==> run_1/drive_strength.png <==
The bar under the picture is 20 um long.
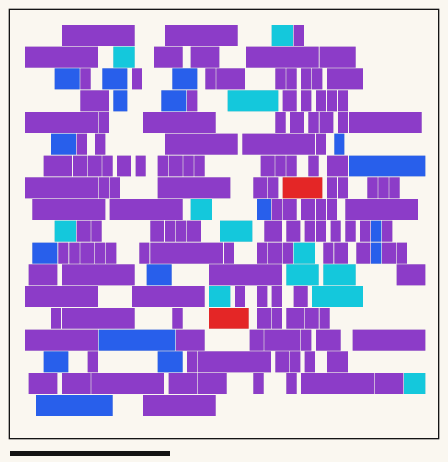
==> run_1/final_clocks.png <==
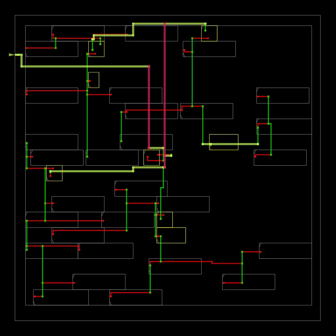
==> run_1/zoom.png <==
Window x 24 to 54, y 0 to 30 um. Cells in gray, sequential cells in the stronger gray; small squares are vias.
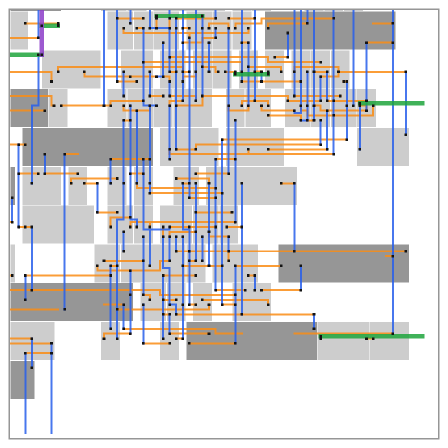
==> run_1/registers.png <==
The bar under the picture is 20 um long.
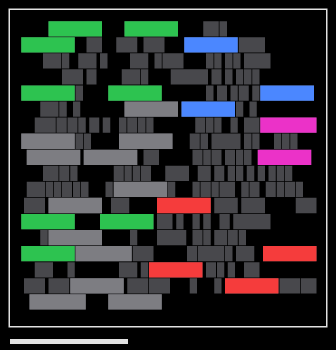
==> config.mk <==
export PLATFORM = sky130hd
export DESIGN_NAME = uart_rx
export DESIGN_NICKNAME = d
export VERILOG_FILES = /design/src/rtl/uart_pkg.sv /design/src/rtl/sync_2ff.sv /design/src/rtl/uart_rx.sv
export SDC_FILE = /design/constraint.sdc
export NUM_CORES = 1
export LEC_CHECK = 0
export ABC_AREA = 1
export CAP_MARGIN = 20
export CORE_MARGIN = 1.5
export CORE_UTILIZATION = 55
export DETAILED_ROUTE_END_ITERATION = 6
export GPL_TIMING_DRIVEN = 1
export PLACE_DENSITY_LB_ADDON = 0.1
export SKIP_LAST_GASP = 1
export SYNTH_ARGS = -nofsm -noshare
export SYNTH_HDL_FRONTEND = slang
export SYNTH_SLANG_ARGS = --single-unit
==> constraint.sdc <==
create_clock -name i_clock -period 1.6 [get_ports i_clock]
set_input_delay 0.24 -clock i_clock [delete_from_list [all_inputs] [get_ports i_clock]]
set_output_delay 0.24 -clock i_clock [all_outputs]
set_load 0.02 [all_outputs]
==> CHANGELOG.md <==
### Metrics

* Vias at 1044
* Crit path capture type: output port
* Logic depth of the worst path, buffers included at 1
* Buffers inserted by post-CTS timing repair at 0
* Reg clk slew, reported paths at 100 ps
* Number of flops mapped to enable cells by yosys at 0
* Avg Vias per Cell at 5.09
* Part of the Yosys area used for sequential elements at 0.519
* Largest area contributor in the synthesized netlist: dfrtp_1
* Final count of hold timing violations at 0
* Half-perimeter wire length after placement at 1710 um
* Reg-to-reg slack, setup at 150 ps
* Largest buffer count on any clock path at 2
* Overall die height at 53.5 um
* Gate count of the mapped netlist at 156
* Leakage component of the power at 0.807 nW
* Crit path cell chain: clkdlybuf4s50_1
* Top-level port count at 14
* Number of buffers added on ports at 13
* Final Routed Wirelength at 2390 um
* Setup violators final at 0
* Core utilization at floorplan at 0.571
* Chip width at 53.5 um
* CP top delay family: buffers and inverters
* Pwr per Cell Area at 1160 nW/um2
* Timing-limited maximum frequency at 0.655 GHz
* Total global routing track utilization at 0.197
* Footprint of the multi-input gates at 557 um2
* Worst setup SP type: flop
* Post-synth top area share at 0.482
* Area contributors post-synth: dfrtp_1 48%, nand2_1 14%, o21ai_2 5.6%
* Fraction of registers with async set/reset at 1.00
* Total die size at 2860 um2
* Predominant post-synthesis flop cell: dfrtp_1
* Number of diodes at 0
* Total cells reported by yosys after synthesis at 156
* Type of the worst min-delay path: input port to async pin
* Maximum vdd drop at 0.792 mV
* CTS root buffer: clkbuf_4
* Mux cell area share after synthesis at 0
* Rel. slew slack at 0.758
* CTS tree: yes
* Number of nets with antenna violations after routing at 0
* Maximum number of pins on one net before global-route repair at 30
* Status: complete, no violations
* Iter 0 DRT Violations at 14
* Cell with the most instances after synthesis: nand2_1
* Clock sink count at 29
* Critical-path top delay cell: clkdlybuf4s50_1
* Final number of max-transition violations at 0
* Worst hold slack across all endpoints at 277 ps
* Reported max-cap violation count at 0
* Placement Setup Slack at 39.7 ps
* Buffers and inverters on the worst path at 1
* Worst-case reg-to-reg path depth at 6
* Global-route wire length before repair at 3930 um
* Post-synthesis share of cell area spent on full adders, half adders and majority gates at 0.0268
* Router iterations before antenna repair at 4
* Initial antenna violation count at 0
* Count of nets after finishing at 181
* Maximum single-stage delay on the critical path at 600 ps
* Fraction of layout instances using a drive strength above 1 at 0.177
* Total tool warning count at 26
* Post-synthesis simple-gate area fraction at 0.263
* Post-synthesis instance area at 1400 um2
* Tcrit/Tclk final at 0.954
* Critical Path Fanout Max at 2
* Setup total negative slack at 0 ps
* Arrival time worst endpoint at 1290 ps
* Core region area at 2450 um2
* Flops out of synthesis at 29
* RePlAce Congestion at 0.764
* RSZ-0062 raised after global routing: no
* Top post-synthesis cells by count: 51 x nand2_1, 27 x dfrtp_1, 16 x inv_1
* Synth warnings at 0
* Rows at 18
* Average routed wire per standard cell at 11.7 um
* Xor and xnor area share after synthesis at 0.00624
* Setup CP Type: flop to output port
* GRT Residual Overflow at 0
* Main logic family: simple AND/OR/NAND/NOR gates
* Clock H-tree levels at 2
* Shortest clock period the worst path allows after layout at 1530 ps
* Number of global-route vias before repair at 956
* Required time worst endpoint at 1360 ps
* Area figure in the yosys stat output at 1400 um2
* Ao+oa area frac at 0.101
* Count of hold-fix buffers inserted at cts at 0
* Number of distinct library cells after synthesis at 21
* FILL cells at 221
* Worst-Margin Slew at 362 ps
* Average instance area after synthesis at 8.99 um2
* Number of remaining DRC errors at 0
* Mapped Nets at 163
## Picture notes: drive_strength.png
| color | size | cells |
|---|---|---|
| cyan | drive 3 to 4 | 12 |
| blue | drive 2 | 17 |
| purple | drive 1 or less | 144 |
| red | drive 6 and up | 2 |
final non-filler cell area: 1620 um2
setup slack of the critical path after layout: 73.8 ps
Non-CTS buffers: 15
Layout Area Growth over Synthesis: 15.2%

## Picture notes: final_clocks.png
num sequential: 29
clock latency on the worst-skew pair: 330 ps
Num CTS Buffers: 5
Clock Skew: 9.59 ps

## Picture notes: zoom.png
| color | layer |
|---|---|
| orange | met1 |
| blue | met2 |
| green | met3 |
| purple | met4 |
most frequent: nand2_1 (19), nand3_1 (9), dfrtp_1 (5)
cells with their middle in the window: 60
sequential cells in the window: 5

## Picture notes: registers.png
| color | name in the netlist | sequential cells |
|---|---|---|
| magenta | state_r | 2 |
| blue | n_cnt_r | 3 |
| red | s_cnt_r | 4 |
| green | o_data | 8 |
not colored: 12
final core area utilization: 0.658
sequential logic power: 898 uW
Sequential Area: 729 um2
fraction of area in registers: 0.452

[run 1: metal layers]
metal,global-route usage,part of all wire,up-vias
met5,0,0,-
met4,0.0769,0.016,0
met1,0.224,0.45,491
met3,0.0763,0.046,5
li1,-,-,528
met2,0.331,0.49,20
[run 1: timing repair]
item                                    4_1_cts  5_1_grt
endpoints found under the setup margin        0        2
hold endpoints to repair                      0        0
resized                                       0        1
[run 1: layout make-up]
cell class                 instances  area share
tap                               30      0.0232
clock buffer                       7      0.0403
sequential                        29       0.452
clock inverter                     1     0.00310
multi-input combinational        103       0.345
timing repair buffer              15      0.0899
inverter                          20      0.0473
[run 1: through the flow]
step / cells / total power [mW] / util / instance area [um2]
after floorplan: 156 / 1.26 / - / 1400
after global placement: 197 / 1.34 / 0.629 / 1540
after detailed placement: 197 / 1.36 / 0.629 / 1540
after CTS: 205 / 1.88 / 0.657 / 1610
after global routing: 205 / 1.99 / 0.658 / 1620
final: 205 / 1.87 / 0.658 / 1620
[run 1: where the power goes]
part	internal (mW)	switching (mW)
combinational	0.158	0.293
clock	0.254	0.263
sequential	0.798	0.100
total	1.21	0.657
[run 1: cell families after synthesis]
group | after synthesis
and+or+nand+nor | 78
DFF | 29
buffers and inverters | 24
AOI/OAI and AO/OA | 21
adders and majority gates | 3
xor gates and xnor gates | 1
[run 1: cell usage in the layout (no fill, tap or decap)]
cell type and n:
dfstp_2 2, clkdlybuf4s50_1 13, inv_1 16, ha_1 3
nand3_4 2, nor2_4 3, o21ai_2 9, o31ai_1 1
o21ai_0 4, buf_4 2, nor2_1 5, xnor2_1 1
nand2_1 51, dfrtp_2 1, dfrtp_1 26, nand3b_1 1
o21ai_1 6, a21oi_1 1, nand3_1 14, clkinv_2 2
clkbuf_8 2, clkbuf_4 5, inv_2 3, nand4_1 2
Power figures rest on the tool's default switching activity, not on a simulated workload.
